**src/rtl/fetch_seq_pkg.sv**
```systemverilog
// Shared types for the fetch sequencer: FSM state encoding and next-PC source codes.
package fetch_seq_pkg;

  typedef enum logic [2:0] {
    ST_BOOT       = 3'd0,
    ST_FETCH_REQ  = 3'd1,
    ST_FETCH_WAIT = 3'd2,
    ST_EXEC       = 3'd3,
    ST_HALT       = 3'd4,
    ST_ERROR      = 3'd5
  } state_t;

  localparam logic [1:0] SEL_PC4 = 2'b00;
  localparam logic [1:0] SEL_BR  = 2'b01;
  localparam logic [1:0] SEL_J   = 2'b10;
  localparam logic [1:0] SEL_JR  = 2'b11;

endpackage

```
**src/rtl/next_pc_select.sv**
```systemverilog
// Priority encoder for the next-PC mux; forced to PC+4 whenever the PC is not being written.
module next_pc_select
  import fetch_seq_pkg::*;
(
  input  logic       pc_en,
  input  logic       branch_control,
  input  logic       jump_control,
  input  logic       JR_control,
  input  logic       Zero_flag,
  output logic [1:0] pc_sel
);

  always_comb begin
    pc_sel = SEL_PC4;
    if (pc_en) begin
      if (JR_control)                       pc_sel = SEL_JR;
      else if (jump_control)                pc_sel = SEL_J;
      else if (branch_control && !Zero_flag) pc_sel = SEL_BR;
      else                                  pc_sel = SEL_PC4;
    end
  end

endmodule

```
**src/rtl/fetch_sequencer.sv**
```systemverilog
// Multi-cycle fetch/execute sequencer for the MIPS-32 PC datapath: boot delay, imem
// handshake with timeout, one execute window per instruction, PC write enable and select.
module fetch_sequencer
  import fetch_seq_pkg::*;
#(
  parameter int BOOT_CYCLES    = 2,
  parameter int TIMEOUT_CYCLES = 16,
  parameter int CNT_W          = 32
) (
  input  logic             clk,
  input  logic             reset,
  input  logic             branch_control,
  input  logic             jump_control,
  input  logic             JR_control,
  input  logic             Zero_flag,
  input  logic             dmem_busy,
  input  logic             halt,
  input  logic             imem_ready,
  input  logic             imem_rvalid,
  input  logic [31:0]      imem_rdata,
  output logic             imem_req,
  output logic [31:0]      instr_out,
  output logic             instr_valid,
  output logic             pc_en,
  output logic [1:0]       pc_sel,
  output logic [CNT_W-1:0] retired_cnt,
  output logic             fetch_error,
  output logic             halted,
  output state_t           state_dbg
);

  localparam logic [3:0] BOOT_LAST = 4'(BOOT_CYCLES - 1);
  localparam logic [7:0] WAIT_LAST = 8'(TIMEOUT_CYCLES - 1);

  state_t     state;
  logic [3:0] boot_cnt;
  logic [7:0] wait_cnt;

  // Handshake: a request is accepted on any edge where imem_req && imem_ready; the word
  // is then taken on the first edge in FETCH_WAIT with imem_rvalid, which is ignored elsewhere.
  always_ff @(posedge clk) begin
    if (reset) begin
      state       <= ST_BOOT;
      boot_cnt    <= 4'd0;
      wait_cnt    <= 8'd0;
      instr_out   <= 32'd0;
      retired_cnt <= '0;
    end else begin
      case (state)
        ST_BOOT: begin
          if (boot_cnt == BOOT_LAST) state <= ST_FETCH_REQ;
          else                       boot_cnt <= boot_cnt + 4'd1;
        end
        ST_FETCH_REQ: begin
          if (imem_ready) state <= ST_FETCH_WAIT;
        end
        ST_FETCH_WAIT: begin
          if (imem_rvalid) begin
            instr_out <= imem_rdata;
            wait_cnt  <= 8'd0;
            state     <= ST_EXEC;
          end else begin
            wait_cnt <= wait_cnt + 8'd1;
            if (wait_cnt == WAIT_LAST) state <= ST_ERROR;
          end
        end
        ST_EXEC: begin
          if (!dmem_busy) begin
            retired_cnt <= retired_cnt + CNT_W'(1);
            state       <= halt ? ST_HALT : ST_FETCH_REQ;
          end
        end
        ST_HALT:  state <= ST_HALT;
        ST_ERROR: state <= ST_ERROR;
        default:  state <= ST_BOOT;
      endcase
    end
  end

  // Status outputs are pure decodes of the state register; only pc_en sees dmem_busy.
  assign imem_req    = (state == ST_FETCH_REQ);
  assign instr_valid = (state == ST_EXEC);
  assign pc_en       = (state == ST_EXEC) && !dmem_busy;
  assign halted      = (state == ST_HALT);
  assign fetch_error = (state == ST_ERROR);
  assign state_dbg   = state;

  next_pc_select u_next_pc_select (
    .pc_en          (pc_en),
    .branch_control (branch_control),
    .jump_control   (jump_control),
    .JR_control     (JR_control),
    .Zero_flag      (Zero_flag),
    .pc_sel         (pc_sel)
  );

endmodule
```
**config.mk**
```make
export PLATFORM = sky130hd
export DESIGN_NAME = fetch_sequencer
export DESIGN_NICKNAME = d
export VERILOG_FILES = /design/src/rtl/fetch_seq_pkg.sv /design/src/rtl/next_pc_select.sv /design/src/rtl/fetch_sequencer.sv
export SDC_FILE = /design/constraint.sdc
export NUM_CORES = 1
export LEC_CHECK = 0
export ABC_AREA = 0
export ABC_CLOCK_PERIOD_IN_PS = 2070
export CORE_ASPECT_RATIO = 0.6
export CORE_MARGIN = 1.5
export CORE_UTILIZATION = 38
export CTS_BUF_LIST = sky130_fd_sc_hd__clkbuf_16
export CTS_CLUSTER_SIZE = 8
export DETAILED_ROUTE_END_ITERATION = 10
export PLACE_DENSITY = 0.74
export SETUP_SLACK_MARGIN = 0.3
export SLEW_MARGIN = 20
export SYNTH_ARGS = -nofsm -noshare
export SYNTH_HDL_FRONTEND = slang
export SYNTH_SLANG_ARGS = --single-unit
export TNS_END_PERCENT = 50
```
**constraint.sdc**
```tcl
create_clock -name clk -period 2.07 [get_ports clk]
set_clock_uncertainty 0.05 [all_clocks]
set_input_delay 0.414 -clock clk [delete_from_list [all_inputs] [get_ports clk]]
set_output_delay 0.414 -clock clk [all_outputs]
set_load 0.05 [all_outputs]
```
==> run_1/flops_by_reg.png <==
(4 px per µm) Other sequential cells in the stronger gray, the rest of the logic in the fainter gray.
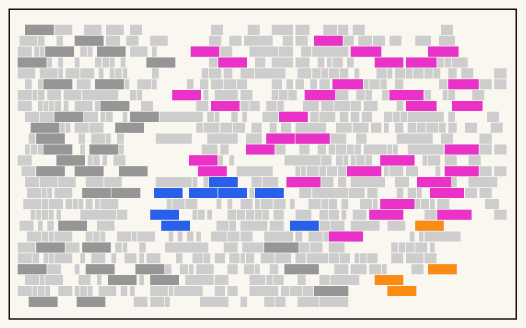
- retired_cnt: magenta (placed flops 32)
- boot_cnt: orange (placed flops 4; where lower right)
- wait_cnt: blue (placed flops 8; where center)
- not colored: 35

==> run_1/logic_types.png <==
(4 px per µm)
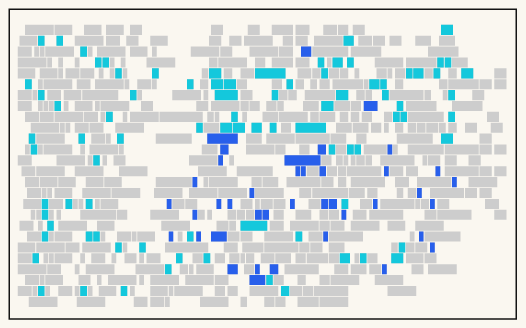
- inverting AOI/OAI gates: cyan (cells 85; where spread over the die)
- NOR gates: blue (cells 40)
Comb/total area: 33.9%
final non-filler cell total: 681
most numerous logic cell after layout: nand2_1

==> deck_impl_summary.md, run 1 <==
Key Metrics from the Run

Outcome
  • Status: finished clean

Power
  • Sequential power: between 1.5 and 2 mW
  • LEAKAGE: around 2.6 nW
  • P_comb: roughly 1.2 mW
  • Largest power group: the clock network
  • Power Dens Cells: 790 nW/µm²
  • Pint: roughly 3.2 mW
  • P_clk: approximately 1.7 mW
  • Sw power: around 1.3 mW
  • Combinational Power Share: roughly 25%

Placement
  • GPL Wtd Cong: about 0.83
  • Placed inst area: a little over 5000 µm²
  • DP HPWL: 7190 µm

Logic synthesis
  • Area leader, netlist: dfxtp_1
  • Basic Gates by Area: between 20% and 30%
  • Top cells by area: dfxtp_1 46%, nand2_1 9.2%, a21oi_1 8.4%, nor2_1 3.0%, xor2_1 2.5%
  • Most frequent cell after synthesis: nand2_1
  • XOR/XNOR share of the synthesized area: around 4.5%
  • Post-Synthesis Cells: around 420
  • Ys cells: approximately 420
  • Adder Area Share: between 1 and 1.5%
  • Post-synth ARST share: 0%
  • Synth Area per Inst: a little over 8 µm²
  • Top FF cell, synth: dfxtp_1
  • Ys flops: between 70 and 80
  • Distinct lib cells: around 48
  • Chip Area, Yosys: about 3500 µm²
  • Comb area leader: simple AND/OR/NAND/NOR gates
  • Top post-synthesis cells by count: 85 x nand2_1, 79 x dfxtp_1, 58 x a21oi_1, 28 x nor2_1, 21 x clkbuf_1

Critical path
  • WP depth: 5
  • Crit path max-delay family: simple AND/OR/NAND/NOR gates
  • CP max stage cell: or4_4
  • Most Frequent Cell on Critical Path: or4_4
  • Critical path class: reg2reg
  • CP bufs+invs: 1
  • R2r endpoint: retired_cnt[17]
  • Critical Path Start: state_dbg[2]
  • R2R setup slack: between 0.02 and 0.025 ns
  • Crit start category: flip-flop
  • Critical Path RT: 2.29 ns
  • Worst EP arrival: 2.27 ns

Final timing
  • Slew at the pin closest to its max-slew limit: roughly 0.54 ns
  • Setup Total Neg Slack: 0 ns
  • Final hold violations: 0
  • WHS: roughly 0.4 ns
  • RSZ-0062 raised after global routing: true
  • Final setup margin: 0.0209 ns
  • Pins Over Slew Limit: 0
  • Cycle use final: between 90% and 100%

Final layout
  • #MultiIn Comb: 312
  • Inserted Diodes: 0
  • Sequential cell area share: 28.7%
  • Fill cells: slightly below 700
  • Reg area: 1650 µm²
  • Non-clk bufs: 158
  • Layout cells sized above 1: a little under a quarter
  • Buffer share of cell area: 28.8%
  • Synthesis-to-finish area growth: 65.6%

Die
  • Well Taps: about 110
  • Die Y: 77.0 µm
  • Die extent in x: approximately 130 µm
  • Cell row count: 26
  • Die area: ~10000 µm²

Flow run
  • Max cap viols: 0

Global route
  • First-pass GRT wire length: approximately 17000 µm
  • GRT overflow: 0

CTS
  • Root cell of the clock tree: clkbuf_16
  • Clock Sinks: between 70 and 80
  • Clock transition at path regs: about 0.060 ns
  • Post-cts sizing count: approximately 53
  • Maximum clock path buffer count: 2

Drt
  • Avg Vias per Cell: ~5.4
  • Routed wire length: around 11000 µm
  • DRC viols: 0
  • DRT antenna net count: 0
  • Avg WL per Cell: ~16 µm
  • DRT iter0 DRCs: between 150 and 200

Worst hold path
  • Hold crit path type: reg2reg
==> run_1/cell_density.png <==
(3 px per µm) 13 x 8 tiles, from dark purple (low) to yellow (high), 0 to 100% covered.
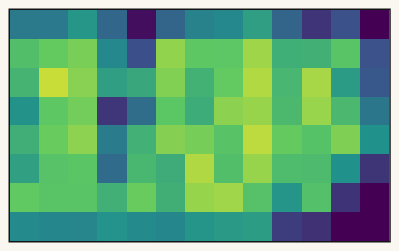
- tiles over 75% full: 26%
- fullest tile: 92%
- nearly empty tiles: 3.8%
- emptiest ninth of the die: lower right
core box area: 8690 µm²
fp_density: 40.0%
Layout Utilization: 66.2%

==> run_1/clocks.png <==
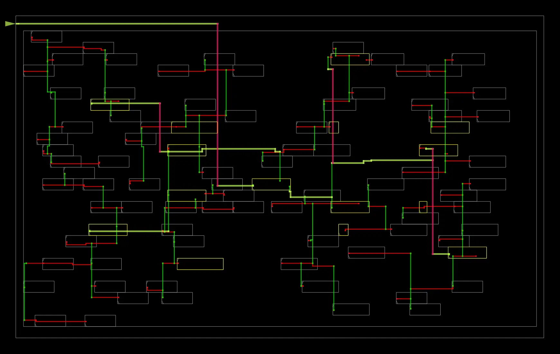
Seq cells: 79
clkbuf count: 10
CTS Buf Count: 9

-- run 1: routing by layer --
layer | global-route usage (%) | vias up | routed length [µm]
met5 | 0 | - | 0
met4 | 6.78 | 0 | 108
met3 | 10.3 | 11 | 1070
met2 | 35.0 | 137 | 4880
met1 | 26.9 | 1718 | 4600
li1 | - | 1786 | -
-- run 1: worst min-delay path by stage --
stage,startpoint,end
floorplan,wait_cnt[1],wait_cnt[1]
global placement,instr_out[17],instr_out[17]
detailed placement,instr_out[26],instr_out[26]
CTS,instr_out[17],instr_out[17]
global route,instr_out[7],instr_out[7]
finish,instr_out[17],instr_out[17]
==> run 1 -> run 2 <==
--- a/config.mk
+++ b/config.mk
@@ -14,7 +14,6 @@
 export CTS_CLUSTER_SIZE = 8
 export DETAILED_ROUTE_END_ITERATION = 10
 export PLACE_DENSITY = 0.74
-export SETUP_SLACK_MARGIN = 0.3
 export SLEW_MARGIN = 20
 export SYNTH_ARGS = -nofsm -noshare
 export SYNTH_HDL_FRONTEND = slang
==> run_2/cell_density.png <==
(3 px per µm) 13 x 8 tiles, from dark purple (low) to yellow (high), 0 to 100% covered.
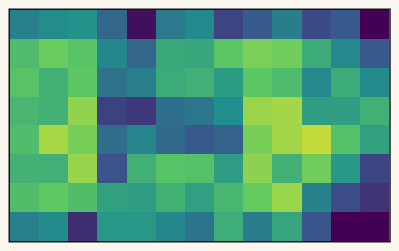
- emptiest ninth of the die: lower right
- nearly empty tiles: 2.9%
- densest ninth of the die: middle right
- tiles over 75% full: 15%
Layout Utilization: 61.0%

==> run_2/clocks.png <==
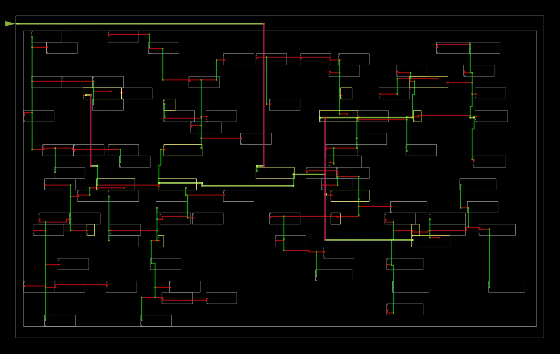
clkbuf count: 9
P_clk: 1.41 mW

==> run 2 against run 1 <==
  * Clock power fell by 18%
  * First-iteration DRC count fell by 14%
  * Global-route usage fell by 1.1 points
  * Clock-buffer cell count fell by 1
  * Register-to-register slack improved by 0.02 ns
  * Combinational power fell by about 10%
  * Final area fell by 7.8%
  * Cell count fell by 2.1%
  * Sequential share of layout area rose by 2.0 points
  * Critical path depth did not move
  * Fmax rose by 0.36%
  * Largest cell class unchanged
==> deck_impl_summary.md, run 2 <==
Key Metrics from the Run

Drt
  • DRT iter0 DRCs: approximately 160
  • Avg WL per Cell: 15.0 µm
  • M1 WL: approximately 4600 µm
  • Avg Vias per Cell: approximately 5.3
  • DRT antenna net count: 0
  • DRC viols: 0
  • Met2 WL: between 4000 and 5000 µm
  • Top Layer Used: met4
  • Routed wire length: about 10000 µm
  • Via Count: around 3500
  • Drt pass-1 iters: 4
  • Met3 wire len: 905 µm

Logic synthesis
  • Post-synth ARST share: 0%
  • Top FF cell, synth: dfxtp_1
  • Area leader, netlist: dfxtp_1
  • Sequential element share of the synthesized area: roughly 46%
  • XOR/XNOR share of the synthesized area: ~4.5%
  • Ys cells: 421
  • Basic Gates by Area: just under 30%
  • Top-area cell share: between 40 and 50%
  • Top cells by area: dfxtp_1 46%, nand2_1 9.2%, a21oi_1 8.4%, nor2_1 3.0%, xor2_1 2.5%
  • Top post-synthesis cells by count: 85 x nand2_1, 79 x dfxtp_1, 58 x a21oi_1, 28 x nor2_1, 21 x clkbuf_1
  • Distinct lib cells: approximately 48
  • Ys flops: approximately 80
  • Chip Area, Yosys: between 3000 and 4000 µm²
  • MUX share of area: less than 1%
  • Synth Area per Inst: roughly 8 µm²
  • Comb area leader: simple AND/OR/NAND/NOR gates
  • Post-Synthesis Cells: approximately 420
  • Adder Area Share: approximately 1.4%
  • Complex Gates by Area: between 10% and 20%
  • Most frequent cell after synthesis: nand2_1

Final layout
  • Layout cells sized above 1: roughly 16%
  • Combinational gate area: about 1800 µm²
  • Buffer share of cell area: between 20% and 30%
  • Sequential cell area share: about 31%
  • #MultiIn Comb: around 310
  • Top cells excl fill/tap: 94 x clkdlybuf4s50_1, 85 x nand2_1, 63 x dfxtp_1
  • Reg area: 1630 µm²
  • Synthesis-to-finish area growth: 52.7%
  • Non-clk bufs: ~140
  • Most numerous logic cell after layout: clkdlybuf4s50_1
  • Inserted Diodes: 0
  • Final non-filler cell total: about 670
  • Seq cells: a little under 80
  • Fill cells: slightly above 700
  • Largest cell class by area: multi-input combinational cells
  • ClkCell Share: 5.00%
  • Comb/total area: 34.0%
  • Inverter count: 5

Power
  • Worst IR drop on VDD: 0.572 mV
  • Power Dens Cells: between 700 and 800 nW/µm²
  • LEAKAGE: 1.96 nW

Final timing
  • Setup Total Neg Slack: 0 ns
  • Max_slew headroom: about 64%
  • Slew at the pin closest to its max-slew limit: 0.538 ns
  • Final setup margin: around 0.028 ns
  • RSZ-0062 raised after global routing: true
  • Final hold violations: 0
  • Setup violations, final: 0
  • WHS: about 0.40 ns
  • Pins Over Slew Limit: 0
  • Cycle use final: 98.6%

Global route
  • Most Crowded Layer GR: met2
  • GR Util met3: under 10%
  • Initial antenna violation count: 0
  • Vias in the first global route: 3446
  • First-pass GRT wire length: approximately 16000 µm
  • GR Util met2: approximately 32%
  • GRT overflow: 0
  • Met1 usage: between 20% and 30%
  • Largest net degree at the start of global routing: 34

CTS
  • Clock Sinks: ~79
  • Clock transition at path regs: ~0.060 ns
  • Maximum clock path buffer count: 2
  • Post-cts sizing count: 5
  • CTS Buf Count: 9
  • Latency at later pin: around 0.33 ns
  • Post-CTS Setup Inserts: 0
  • Root cell of the clock tree: clkbuf_16

Placement
  • DP HPWL: 7260 µm
  • GPL Wtd Cong: around 0.8
  • Worst slack at placement: -0.538 ns
  • Input/output buffers: 115
  • Post-Place Cells: between 600 and 700

Critical path
  • Crit path max-delay family: buffers and inverters
  • Worst EP arrival: roughly 1.6 ns
  • Critical path class: reg2out
  • Critical Path RT: 1.61 ns
  • Critical Path Start: state_dbg[1]
  • Worst r2r src: state_dbg[2]
  • R2R setup slack: 0.04 ns
  • CP Capture Type: primary output
  • R2r endpoint: retired_cnt[31]
  • Crit start category: flip-flop
  • Largest stage delay, worst path: 0.35 ns
  • CP bufs+invs: 3
  • CP endpoint: pc_sel[1]
  • WP depth: 5
  • CP max stage cell: dfxtp_4

Die
  • Fp_density: approximately two fifths
  • Die Y: around 77 µm
  • Die extent in x: between 100 and 150 µm
  • Core box area: just under 9000 µm²
  • Die area: between 9000 and 10000 µm²
  • Well Taps: 112
  • # IOs: about 120
  • Cell row count: 26

Worst hold path
  • Hold crit path type: reg2reg
  • HP Start: instr_out[25]
  • Worst Hold End: instr_out[25]

Outcome
  • Status: finished clean

Flow run
  • Max cap viols: 0
  • Log Warnings: 28
-- run 2: worst reg2reg max path: cells and delay by family (launching register included) --
kind	cells	cell delay [ns]
AND/OR/NAND/NOR	3	1.18
flip-flops	1	0.34
multiplexers	1	0.36
-- run 2: report_power, final --
| part | leakage, nW | internal, mW | switching [mW] |
|---|---|---|---|
| logic | 1.18 | 0.411 | 0.610 |
| clock network | 0.133 | 0.800 | 0.606 |
| registers | 0.648 | 1.60 | 0.0571 |
| total | 1.96 | 2.81 | 1.27 |
-- run 2: stage by stage --
| step | cell area (µm²) | total power, mW |
|---|---|---|
| 6_report | 5300 | 4.08 |
| 5_1_grt | 5300 | 4.28 |
| 4_1_cts | 5270 | 4.13 |
| 3_5_place_dp | 4990 | 2.69 |
| 3_3_place_gp | 4990 | 2.66 |
| 2_1_floorplan | 3540 | 2.28 |
==> run 2 -> run 3 <==
--- a/config.mk
+++ b/config.mk
@@ -17,5 +17,6 @@
 export SLEW_MARGIN = 20
 export SYNTH_ARGS = -nofsm -noshare
 export SYNTH_HDL_FRONTEND = slang
+export SYNTH_HIERARCHICAL = 1
 export SYNTH_SLANG_ARGS = --single-unit
 export TNS_END_PERCENT = 50
==> run_3/clocks.png <==
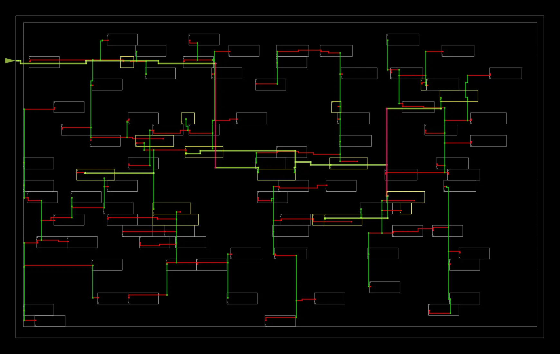
Clock Sinks: 79
Latency at later pin: 0.33 ns

==> run_3/io_fan.png <==
(4 px per µm)
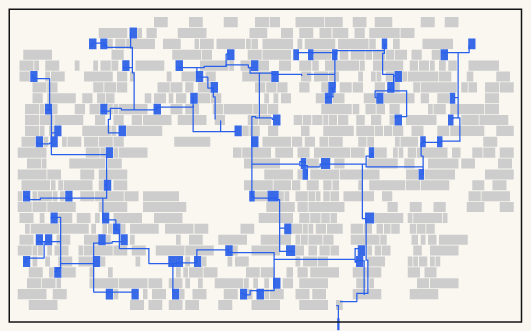
- reset: blue (bits 1; direction input; edge bottom; end cells 74; buffers 4; wire 723 µm)
# IOs: 116
input/output buffers: 115

==> run 3 against run 2 <==
  * Clock power grew about 10%
  * Synthesized cell count grew 1.2%
  * Fmax grew 1.5%
  * Critical path depth shrank 4
  * Sequential share of layout area shrank 0.33 points
  * Largest cell class unchanged
  * Global-route usage shrank 0.13 points
  * First-iteration DRC count grew 49%
  * Final area grew 0.54%
  * Flip-flop count is the same
  * Routed wire length is essentially flat
  * Cell count grew 1.0%
  * Register-to-register slack gained 0.08 ns
==> deck_impl_summary.md, run 3 <==
Key Metrics from the Run

Outcome
  • Status: finished clean

Final timing
  • Max_slew headroom: 63.9%
  • RSZ-0062 raised after global routing: false
  • Fin crit period: about 2 ns
  • Cycle use final: 97.2%
  • WHS: 0.402 ns
  • Slew at the pin closest to its max-slew limit: between 0.5 and 0.6 ns
  • Setup Total Neg Slack: 0 ns
  • Setup violations, final: 0
  • Final setup margin: 0.0580 ns
  • Peak Freq: between 0.4 and 0.5 GHz
  • Final hold violations: 0
  • Pins Over Slew Limit: 0

Global route
  • GR Util met3: 8.28%
  • Initial antenna violation count: 0
  • Gr usage total: 20.9%
  • GR Util met2: around a third
  • Most Crowded Layer GR: met2
  • Largest net degree at the start of global routing: 33
  • First-pass GRT wire length: about 17000 µm
  • GRT overflow: 0
  • Vias in the first global route: about 3400
  • Met1 usage: 26.9%

CTS
  • CTS tree: done
  • # hold bufs at CTS: 0
  • Root cell of the clock tree: clkbuf_16
  • Post-cts sizing count: 2
  • Maximum clock path buffer count: 2
  • H-tree Lvls: 3
  • Clock transition at path regs: approximately 0.060 ns
  • Post-CTS Setup Inserts: 0
  • CTS Buf Count: 9

Logic synthesis
  • Net count after synthesis: 472
  • Ys cells: about 430
  • Post-Syn Area: ~3500 µm²
  • Post-synth ARST share: 0%
  • Area leader, netlist: dfxtp_1
  • Top-area cell share: 44.6%
  • Top post-synthesis cells by count: 85 x nand2_1, 79 x dfxtp_1, 60 x a21oi_1, 22 x nor2_1, 17 x clkbuf_1
  • Synth Area per Inst: between 8 and 9 µm²
  • Yosys warning count: 6
  • Sequential element share of the synthesized area: 44.6%
  • Ys flops: between 70 and 80
  • Chip Area, Yosys: between 3000 and 4000 µm²
  • Distinct lib cells: about 48
  • Top FF cell, synth: dfxtp_1
  • Top cells by area: dfxtp_1 45%, nand2_1 9.0%, a21oi_1 8.5%, xor2_1 2.7%, o31ai_1 2.5%
  • Most frequent cell after synthesis: nand2_1
  • Number of enable flip-flop cells: 0
  • Post-Synthesis Cells: between 400 and 500

Flow run
  • Max cap viols: 0
  • Log Warnings: 27

Power
  • LEAKAGE: approximately 2.0 nW
  • Power Dens Cells: 827 nW/µm²
  • Worst IR drop on VDD: 0.611 mV
  • Tot Pwr: between 4 and 5 mW

Critical path
  • Critical Path RT: approximately 1.6 ns
  • Critical Path Start: retired_cnt[21]
  • CP bufs+invs: 1
  • R2R setup slack: roughly 0.12 ns
  • Worst EP arrival: between 1.5 and 2 ns
  • Crit path max-delay family: buffers and inverters
  • WP depth: 1
  • CP Capture Type: primary output
  • Worst r2r src: retired_cnt[18]
  • Crit start category: flip-flop
  • Critical path class: reg2out
  • CP max stage cell: clkdlybuf4s50_1
  • Reg2reg path depth: 5
  • R2r endpoint: retired_cnt[25]
  • Largest stage delay, worst path: just over 0.8 ns
  • Crit-path cells: clkdlybuf4s50_1
  • CP endpoint: retired_cnt[21]
  • Critical Path Fanout Max: 5

Worst hold path
  • Hold crit path type: reg2reg
  • HP Start: instr_out[22]
  • Hold Path Cell Cnt: 2
  • Worst Hold End: instr_out[22]

Placement
  • Worst slack at placement: -0.374 ns
  • Post-Place Cells: roughly 660
  • DP HPWL: approximately 7300 µm
  • Placed inst area: 5010 µm²
  • GPL Wtd Cong: 0.867

Final layout
  • Layout cells sized above 1: roughly 18%
  • Final net count: roughly 600
  • Synthesis-to-finish area growth: 50.3%
  • Top Registers: instr_out: 32 flops, retired_cnt: 32 flops, wait_cnt: 8 flops
  • Top cells excl fill/tap: 86 x clkdlybuf4s50_1, 85 x nand2_1, 60 x a21oi_1
  • Most numerous logic cell after layout: clkdlybuf4s50_1
  • Layout Utilization: between 50 and 60%
  • Inserted Diodes: 0
  • Design Area, Final: around 5300 µm²
  • Final non-filler cell total: slightly below 700
  • Fill cells: 808

Drt
  • DRT iter0 DRCs: 244
  • Avg Vias per Cell: between 5 and 6
  • Routed wire length: 10000 µm
  • DRT antenna net count: 0
  • Drt pass-1 iters: 4
  • Avg WL per Cell: roughly 15 µm
  • Via Count: 3606
  • Top Layer Used: met4
  • Met2 WL: around 4300 µm
  • M1 WL: between 4000 and 5000 µm
  • Met3 wire len: around 950 µm
  • DRC viols: 0

Die
  • Die extent in x: 128 µm
  • Fp_density: 38.9%
  • Die Y: approximately 80 µm
  • Core box area: between 9000 and 10000 µm²
  • Cell row count: 27
  • Die area: ~9900 µm²
-- run 3: cells by family after synthesis --
| group | after synthesis | synth area share, % |
|---|---|---|
| simple gates | 202 | 30.9 |
| xor+xnor | 18 | 4.45 |
| fa+ha+maj | 4 | 1.41 |
| flops | 79 | 44.6 |
| compound gates | 89 | 14.3 |
| buf+inv | 34 | 4.30 |
-- run 3: area by class of cell --
type                            instances  area, µm²  share of cell area (%)
Multi-Input combinational cell        313       1810                    34.0
Sequential cell                        79       1620                    30.4
Timing Repair Buffer                  140       1410                    26.5
Clock buffer                            9        225                    4.23
Tap cell                              116        145                    2.72
Clock inverter                          7       72.6                    1.36
Inverter                               10       41.3                   0.775
-- run 3: power by group --
group / internal (mW) / switching (mW)
registers: 1.63 / 0.106
logic: 0.430 / 0.670
clock network: 0.934 / 0.643
total: 2.99 / 1.42
Power figures rest on the tool's default switching activity, not on a simulated workload.
